--- config.mk ---
export PLATFORM = sky130hd
export DESIGN_NAME = mem_access_unit_flat
export DESIGN_NICKNAME = d
export VERILOG_FILES = /design/src/rtl/mem_access_unit_pkg.sv /design/src/rtl/mem_access_unit_if.sv /design/src/rtl/mem_access_unit_load_extend.sv /design/src/rtl/mem_access_unit.sv /design/src/flat_wrapper.sv
export SDC_FILE = /design/constraint.sdc
export NUM_CORES = 1
export LEC_CHECK = 0
export ABC_AREA = 1
export CAP_MARGIN = 5
export CELL_PAD_IN_SITES_DETAIL_PLACEMENT = 1
export CELL_PAD_IN_SITES_GLOBAL_PLACEMENT = 1
export CORE_AREA = 3 3 136 138
export CTS_BUF_LIST = sky130_fd_sc_hd__clkbuf_8 sky130_fd_sc_hd__clkbuf_16
export CTS_CLUSTER_SIZE = 10
export DETAILED_ROUTE_END_ITERATION = 6
export DIE_AREA = 0 0 139 141
export GPL_ROUTABILITY_DRIVEN = 0
export PLACE_DENSITY_LB_ADDON = 0.3
export SLEW_MARGIN = 20
export SYNTH_ARGS = -nofsm -noshare
export SYNTH_HDL_FRONTEND = slang
export SYNTH_SLANG_ARGS = --single-unit
export TNS_END_PERCENT = 100
--- constraint.sdc ---
create_clock -name clk -period 4.4 [get_ports clk]
set_clock_uncertainty 0.15 [all_clocks]
set_input_delay 0.66 -clock clk [delete_from_list [all_inputs] [get_ports clk]]
set_output_delay 0.66 -clock clk [all_outputs]
set_load 0.02 [all_outputs]
--- src/rtl/mem_access_unit_pkg.sv ---
// Shared definitions for the load/store memory access unit.
// Latency: n/a (constants, types and a pure combinational helper).
// Backpressure: n/a.
package mem_access_pkg;

    // funct3 encodings for loads
    localparam logic [2:0] LB  = 3'b000;
    localparam logic [2:0] LH  = 3'b001;
    localparam logic [2:0] LW  = 3'b010;
    localparam logic [2:0] LBU = 3'b100;
    localparam logic [2:0] LHU = 3'b101;

    // funct3 encodings for stores
    localparam logic [2:0] SB  = 3'b000;
    localparam logic [2:0] SH  = 3'b001;
    localparam logic [2:0] SW  = 3'b010;

    localparam int DEFAULT_TIMEOUT_CYCLES = 255;

    typedef enum logic [1:0] {
        IDLE = 2'd0,
        REQ  = 2'd1,
        DONE = 2'd2
    } state_t;

    // True when the size/sign code and the address offset form a legal access.
    // A store is assumed whenever store is set, even if a load is also flagged.
    function automatic logic access_legal(input logic store, input logic [2:0] f3,
                                          input logic [1:0] off);
        logic ok;
        ok = 1'b1;
        if (store) begin
            if (f3 > SW) ok = 1'b0;
        end else if (f3 == 3'b011 || f3 == 3'b110 || f3 == 3'b111) begin
            ok = 1'b0;
        end
        if (f3[1:0] == 2'b01 && off[0]) ok = 1'b0;
        if (f3[1:0] == 2'b10 && off != 2'b00) ok = 1'b0;
        return ok;
    endfunction

endpackage

--- src/rtl/mem_access_unit_if.sv ---
// Memory-side bus of the access unit: one request, answered by mem_ready.
// Latency: memory accepts and returns read data in the cycle mem_ready is high.
// Backpressure: mem_req stays asserted until the memory raises mem_ready.
interface mem_access_unit_if;
    logic        mem_req;
    logic        mem_we;
    logic [31:0] mem_addr;
    logic [3:0]  mem_be;
    logic [31:0] mem_wdata;
    logic        mem_ready;
    logic [31:0] mem_rdata;

    modport master (
        output mem_req, mem_we, mem_addr, mem_be, mem_wdata,
        input  mem_ready, mem_rdata
    );

    modport slave (
        input  mem_req, mem_we, mem_addr, mem_be, mem_wdata,
        output mem_ready, mem_rdata
    );
endinterface

--- src/rtl/mem_access_unit_load_extend.sv ---
// Picks the addressed byte/halfword out of a read word and extends it.
// Latency: purely combinational.
// Backpressure: none.
module load_extend
    import mem_access_pkg::*;
(
    input  logic [31:0] word,
    input  logic [1:0]  offset,
    input  logic [2:0]  funct3,
    output logic [31:0] result
);

    logic [31:0] byte_shift;
    logic [31:0] half_shift;

    assign byte_shift = word >> {offset, 3'b000};
    assign half_shift = word >> {offset[1], 4'b0000};

    // Lane select followed by sign or zero extension
    always_comb begin
        result = '0;
        case (funct3)
            LB:      result = {{24{byte_shift[7]}}, byte_shift[7:0]};
            LH:      result = {{16{half_shift[15]}}, half_shift[15:0]};
            LW:      result = word;
            LBU:     result = {24'b0, byte_shift[7:0]};
            LHU:     result = {16'b0, half_shift[15:0]};
            default: result = '0;
        endcase
    end

endmodule

--- src/rtl/mem_access_unit.sv ---
// Load/store unit: checks legality, issues one memory request, returns extended load data.
// Latency: 2 edges plus memory wait cycles; done pulses for one cycle in DONE.
// Backpressure: stall holds the pipeline; the request waits on mem_ready up to TIMEOUT_CYCLES.
module mem_access_unit
    import mem_access_pkg::*;
#(
    parameter int TIMEOUT_CYCLES = DEFAULT_TIMEOUT_CYCLES
) (
    input  logic        clk,
    input  logic        reset_n,
    input  logic        is_load,
    input  logic        is_store,
    input  logic [2:0]  funct3,
    input  logic [31:0] addr,
    input  logic [31:0] wdata,
    output logic        stall,
    output logic [31:0] rdata,
    output logic        done,
    output logic        misalign_err,
    output logic        bus_err,
    mem_access_unit_if.master bus
);

    localparam int CNT_W = ($clog2(TIMEOUT_CYCLES) < 8) ? 8 : $clog2(TIMEOUT_CYCLES);

    state_t          state, state_nxt;
    logic            access, legal, timeout_hit;
    logic [31:0]     addr_q, wdata_q, rword_q, ext_res;
    logic [2:0]      f3_q;
    logic            we_q, err_q;
    logic [CNT_W-1:0] wait_cnt;

    assign access      = is_load | is_store;
    assign legal       = access && access_legal(is_store, funct3, addr[1:0]);
    assign timeout_hit = (wait_cnt == CNT_W'(TIMEOUT_CYCLES - 1));

    // Next-state logic
    always_comb begin
        state_nxt = state;
        case (state)
            IDLE:    if (legal) state_nxt = REQ;
            REQ:     if (bus.mem_ready || timeout_hit) state_nxt = DONE;
            DONE:    state_nxt = IDLE;
            default: state_nxt = IDLE;
        endcase
    end

    // State register
    always_ff @(posedge clk or negedge reset_n) begin
        if (!reset_n) state <= IDLE;
        else          state <= state_nxt;
    end

    // Access latches, wait counter, read-word capture and timeout flag
    always_ff @(posedge clk or negedge reset_n) begin
        if (!reset_n) begin
            addr_q   <= '0;
            wdata_q  <= '0;
            f3_q     <= '0;
            we_q     <= 1'b0;
            rword_q  <= '0;
            err_q    <= 1'b0;
            wait_cnt <= '0;
        end else if (state == IDLE && legal) begin
            addr_q   <= addr;
            wdata_q  <= wdata;
            f3_q     <= funct3;
            we_q     <= is_store;
            err_q    <= 1'b0;
            wait_cnt <= '0;
        end else if (state == REQ) begin
            if (bus.mem_ready) begin
                rword_q <= bus.mem_rdata;
            end else begin
                wait_cnt <= wait_cnt + 1'b1;
                if (timeout_hit) err_q <= 1'b1;
            end
        end
    end

    // Store byte enables and lane replication, driven from the latched access only
    always_comb begin
        bus.mem_be    = 4'b0000;
        bus.mem_wdata = wdata_q;
        case (f3_q[1:0])
            2'b00: begin
                bus.mem_wdata = {4{wdata_q[7:0]}};
                if (we_q) bus.mem_be = 4'b0001 << addr_q[1:0];
            end
            2'b01: begin
                bus.mem_wdata = {2{wdata_q[15:0]}};
                if (we_q) bus.mem_be = 4'b0011 << addr_q[1:0];
            end
            default: begin
                if (we_q) bus.mem_be = 4'b1111;
            end
        endcase
    end

    load_extend u_load_extend (
        .word   (rword_q),
        .offset (addr_q[1:0]),
        .funct3 (f3_q),
        .result (ext_res)
    );

    assign bus.mem_req  = (state == REQ);
    assign bus.mem_we   = we_q;
    assign bus.mem_addr = {addr_q[31:2], 2'b00};

    assign stall        = ((state == IDLE) && legal) || (state == REQ);
    assign misalign_err = (state == IDLE) && access && !legal;
    assign done         = (state == DONE);
    assign bus_err      = (state == DONE) && err_q;
    assign rdata        = ((state == DONE) && !we_q && !err_q) ? ext_res : '0;

endmodule
--- src/flat_wrapper.sv ---
// flat-port wrapper written by rule: the top's interface ports become plain ports
module mem_access_unit_flat import mem_access_pkg::*;
#(
    parameter int TIMEOUT_CYCLES = DEFAULT_TIMEOUT_CYCLES
)
  (clk, reset_n, is_load, is_store, funct3, addr, wdata, stall, rdata, done, misalign_err, bus_err, bus_mem_req, bus_mem_we, bus_mem_addr, bus_mem_be, bus_mem_wdata, bus_mem_ready, bus_mem_rdata);
  mem_access_unit_if bus_i ();
  input  logic clk;
  input  logic reset_n;
  input  logic is_load;
  input  logic is_store;
  input  logic [2:0] funct3;
  input  logic [31:0] addr;
  input  logic [31:0] wdata;
  output logic stall;
  output logic [31:0] rdata;
  output logic done;
  output logic misalign_err;
  output logic bus_err;
  output wire logic [$bits(bus_i.mem_req)-1:0] bus_mem_req;
  output wire logic [$bits(bus_i.mem_we)-1:0] bus_mem_we;
  output wire logic [$bits(bus_i.mem_addr)-1:0] bus_mem_addr;
  output wire logic [$bits(bus_i.mem_be)-1:0] bus_mem_be;
  output wire logic [$bits(bus_i.mem_wdata)-1:0] bus_mem_wdata;
  input wire logic [$bits(bus_i.mem_ready)-1:0] bus_mem_ready;
  input wire logic [$bits(bus_i.mem_rdata)-1:0] bus_mem_rdata;
  assign bus_mem_req = bus_i.mem_req;
  assign bus_mem_we = bus_i.mem_we;
  assign bus_mem_addr = bus_i.mem_addr;
  assign bus_mem_be = bus_i.mem_be;
  assign bus_mem_wdata = bus_i.mem_wdata;
  assign bus_i.mem_ready = bus_mem_ready;
  assign bus_i.mem_rdata = bus_mem_rdata;
  mem_access_unit #(.TIMEOUT_CYCLES(TIMEOUT_CYCLES)) u_core (.clk(clk), .reset_n(reset_n), .is_load(is_load), .is_store(is_store), .funct3(funct3), .addr(addr), .wdata(wdata), .stall(stall), .rdata(rdata), .done(done), .misalign_err(misalign_err), .bus_err(bus_err), .bus(bus_i));
endmodule
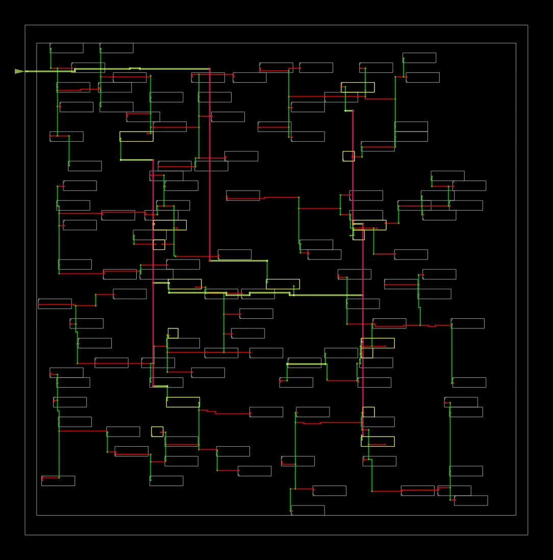
Fig. 1. The clock network.
CLK BUF: 9
Num CTS Buffers: 9

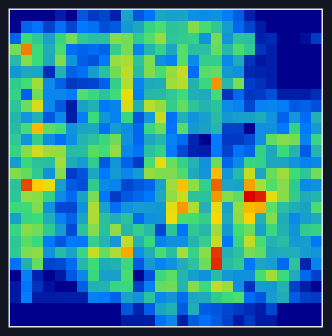
Fig. 2. Routed metal per tile.
28 x 28 tiles, from dark blue (low) to red (high), scaled to the fullest tile. Values are wire area over tile area, all layers added.
mean over tiles	0.16
emptiest ninth of the die	north-east
fullest tile	0.46
tiles over half the peak	21%
nearly empty tiles	9.1%
total wire length: 19200 um
vias after detailed routing: 5419
GRT Resource Usage Total: 0.198
Avg WL per Cell: 16.9 um

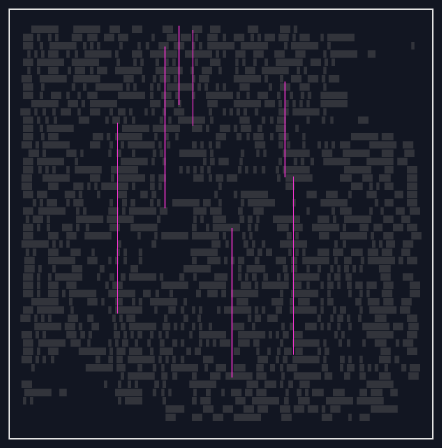
Fig. 3. Signal wires on met4.
Cells faint in the background.
longest straight run	62.6 um
share of all routed wire	1.6%
wire length on this layer	311 um

==> out/qor.txt <==
max layer used: met4
Setup crit end kind: primary output
synthesis area per yosys: 6100 um2
clock slew at reported path FFs: 0.08 ns
Clock Path Buffers: 2
Post-Syn Area per Cell: 8.04 um2
min cycle time layout: 3.68 ns
peak supply drop: 0.000316 V
critical-path cell list: inv_2 -> nand2_1 -> inv_1 -> o21ai_0 -> clkdlybuf4s50_1
Slowest-stage cell, CP: clkdlybuf4s50_1
Sum Neg Setup Slack: 0 ns
CP max stage delay: 0.68 ns
Tcrit/Tclk final: 0.835
crit path DRT: 3.59 ns
clock sink total: 111
die width: 139 um
met3 routed WL: 1220 um
# DRC: 0
Bufs and invs on worst path: 3
relative slew slack: 0.357
Post-DP HPWL: 14000 um
Initial Util: 0.352
met2 wire len: 8990 um
status: finished, final reports clean
H-Tree Depth: 3
row cnt: 48
Synth Seq Share: 0.456
CTS tree: built
antenna-violating nets left: 0
Critical Path Fanout Max: 12
Power Density: 586 nW/um2
flops out of synthesis: 111
initial antenna violation count: 0
post-route insts no fill: 1140
filler cell count: 2085
Hold Fails Final Rpt: 0
most frequent logic cell in the layout: nand2_1
cts repair resizes: 0
Reg2Reg Depth: 9
area grow syn2layout: 34.9%
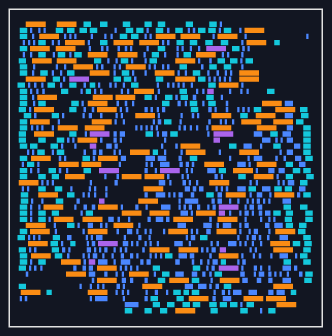
Fig. 4. Placed cells, one color a class.
color	class	cells
cyan	remaining buffers and delay cells	215
blue	remaining logic cells	573
purple	clock drivers and dummy loads	16
orange	registers	111
final core occ: 0.476
Design Area, Final: 8230 um2
core footprint: 17300 um2
Seq area share: 0.338

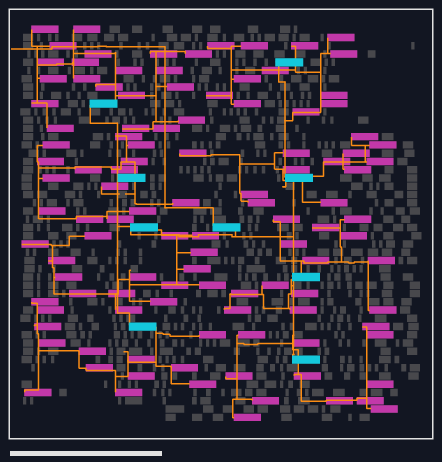
Fig. 5. Routed clock nets over the placement.
The bar under the picture is 50 um long.
[magenta] flip-flops | count: 111
[cyan] clock-net drivers | count: 9
[orange] clock wires | length: 1560 um
flops lie	spread over the die
routed clock nets	10
clk ins delay skew pair: 0.36 ns
clock network fraction of design power: 0.170

-- flip-flops by register name, summed over array words and instances, names as in the netlist --
signal,flops
u_core.bus.mem_we,1
u_core.wdata_q,32
u_core.wait_cnt,8
u_core.addr_q,32
u_core.f3_q,3
u_core.rword_q,32
u_core.state,2
u_core.err_q,1
-- how the worst min path moves through the flow --
stage | startpoint | end | slack, ns | depth (start not counted)
after floorplan | reset_n | u_core.addr_q[0] | 0.21 | 0
after global placement | u_core.addr_q[11] | u_core.addr_q[11] | 0.31 | 2
after detailed placement | u_core.wdata_q[25] | u_core.wdata_q[25] | 0.32 | 2
after global routing | u_core.addr_q[20] | u_core.addr_q[20] | 0.36 | 2
after CTS | reset_n | u_core.rword_q[4] | 0.33 | 1
final | reset_n | u_core.rword_q[20] | 0.28 | 1
-- area by class of cell --
| class | instances | area, um2 | share of cell area |
|---|---|---|---|
| Sequential cell | 111 | 2780 | 0.338 |
| Multi-Input combinational cell | 527 | 2570 | 0.313 |
| Timing Repair Buffer | 215 | 2130 | 0.259 |
| Tap cell | 225 | 282 | 0.0342 |
| Clock buffer | 9 | 225 | 0.0274 |
| Inverter | 46 | 178 | 0.0216 |
| Clock inverter | 7 | 60.1 | 0.00730 |
-- synth_stat cells --
cell type	instances
o211ai_1	15
buf_4	45
buf_2	15
nor2_1	21
xnor2_1	1
inv_2	6
a22oi_1	1
xor2_1	1
nand4_1	5
conb_1	1
mux2_1	2
mux2_2	28
clkbuf_1	1
a21oi_2	11
nand3_2	1
nand2_1	350
buf_6	12
inv_4	2
nand2_2	2
nor2_2	2
a31oi_1	7
o211a_1	1
o221a_2	1
nand3_1	25
o21ai_0	20
buf_1	1
ha_1	6
o21ai_4	1
dfrtp_1	111
nand3_4	2
inv_1	38
or2_2	7
buf_8	1
a21oi_1	10
nor3_1	5
-- logic make-up (layout without fill, tap and decap cells) --
| kind of cell | count (synthesis) | count (layout) | synth area share |
|---|---|---|---|
| compound gates | 67 | 67 | 0.0735 |
| xor+xnor | 2 | 2 | 0.00287 |
| fa+ha+maj | 6 | 6 | 0.0123 |
| buf+inv | 121 | 277 | 0.123 |
| flops | 111 | 111 | 0.456 |
| mux | 30 | 30 | 0.0554 |
| other cells | 1 | 2 | 0.000615 |
| simple gates | 420 | 420 | 0.277 |
-- report_power, final --
part	total, W	internal (W)	switching (W)
sequential	0.00175	0.00140	0.000350
combinational	0.00225	0.000983	0.00127
clock	0.000818	0.000397	0.000421
-- routing by layer --
layer  GRT usage  vias up
li1            -     2634
met1       0.262     2600
met2       0.321      167
met3      0.0512       18
met4      0.0602        0
met5           0        -
-- through the flow --
step                       util  total power, W  instance area [um2]  hold WS [ns]
after floorplan               -         0.00319                 6100         0.214
after global placement    0.459         0.00398                 7940         0.312
after detailed placement  0.459         0.00403                 7940         0.316
after CTS                 0.476         0.00489                 8230         0.329
after global routing      0.476         0.00517                 8230         0.357
final                     0.476         0.00482                 8230         0.277
No activity file was given, so power comes from the tool's default toggle rates.
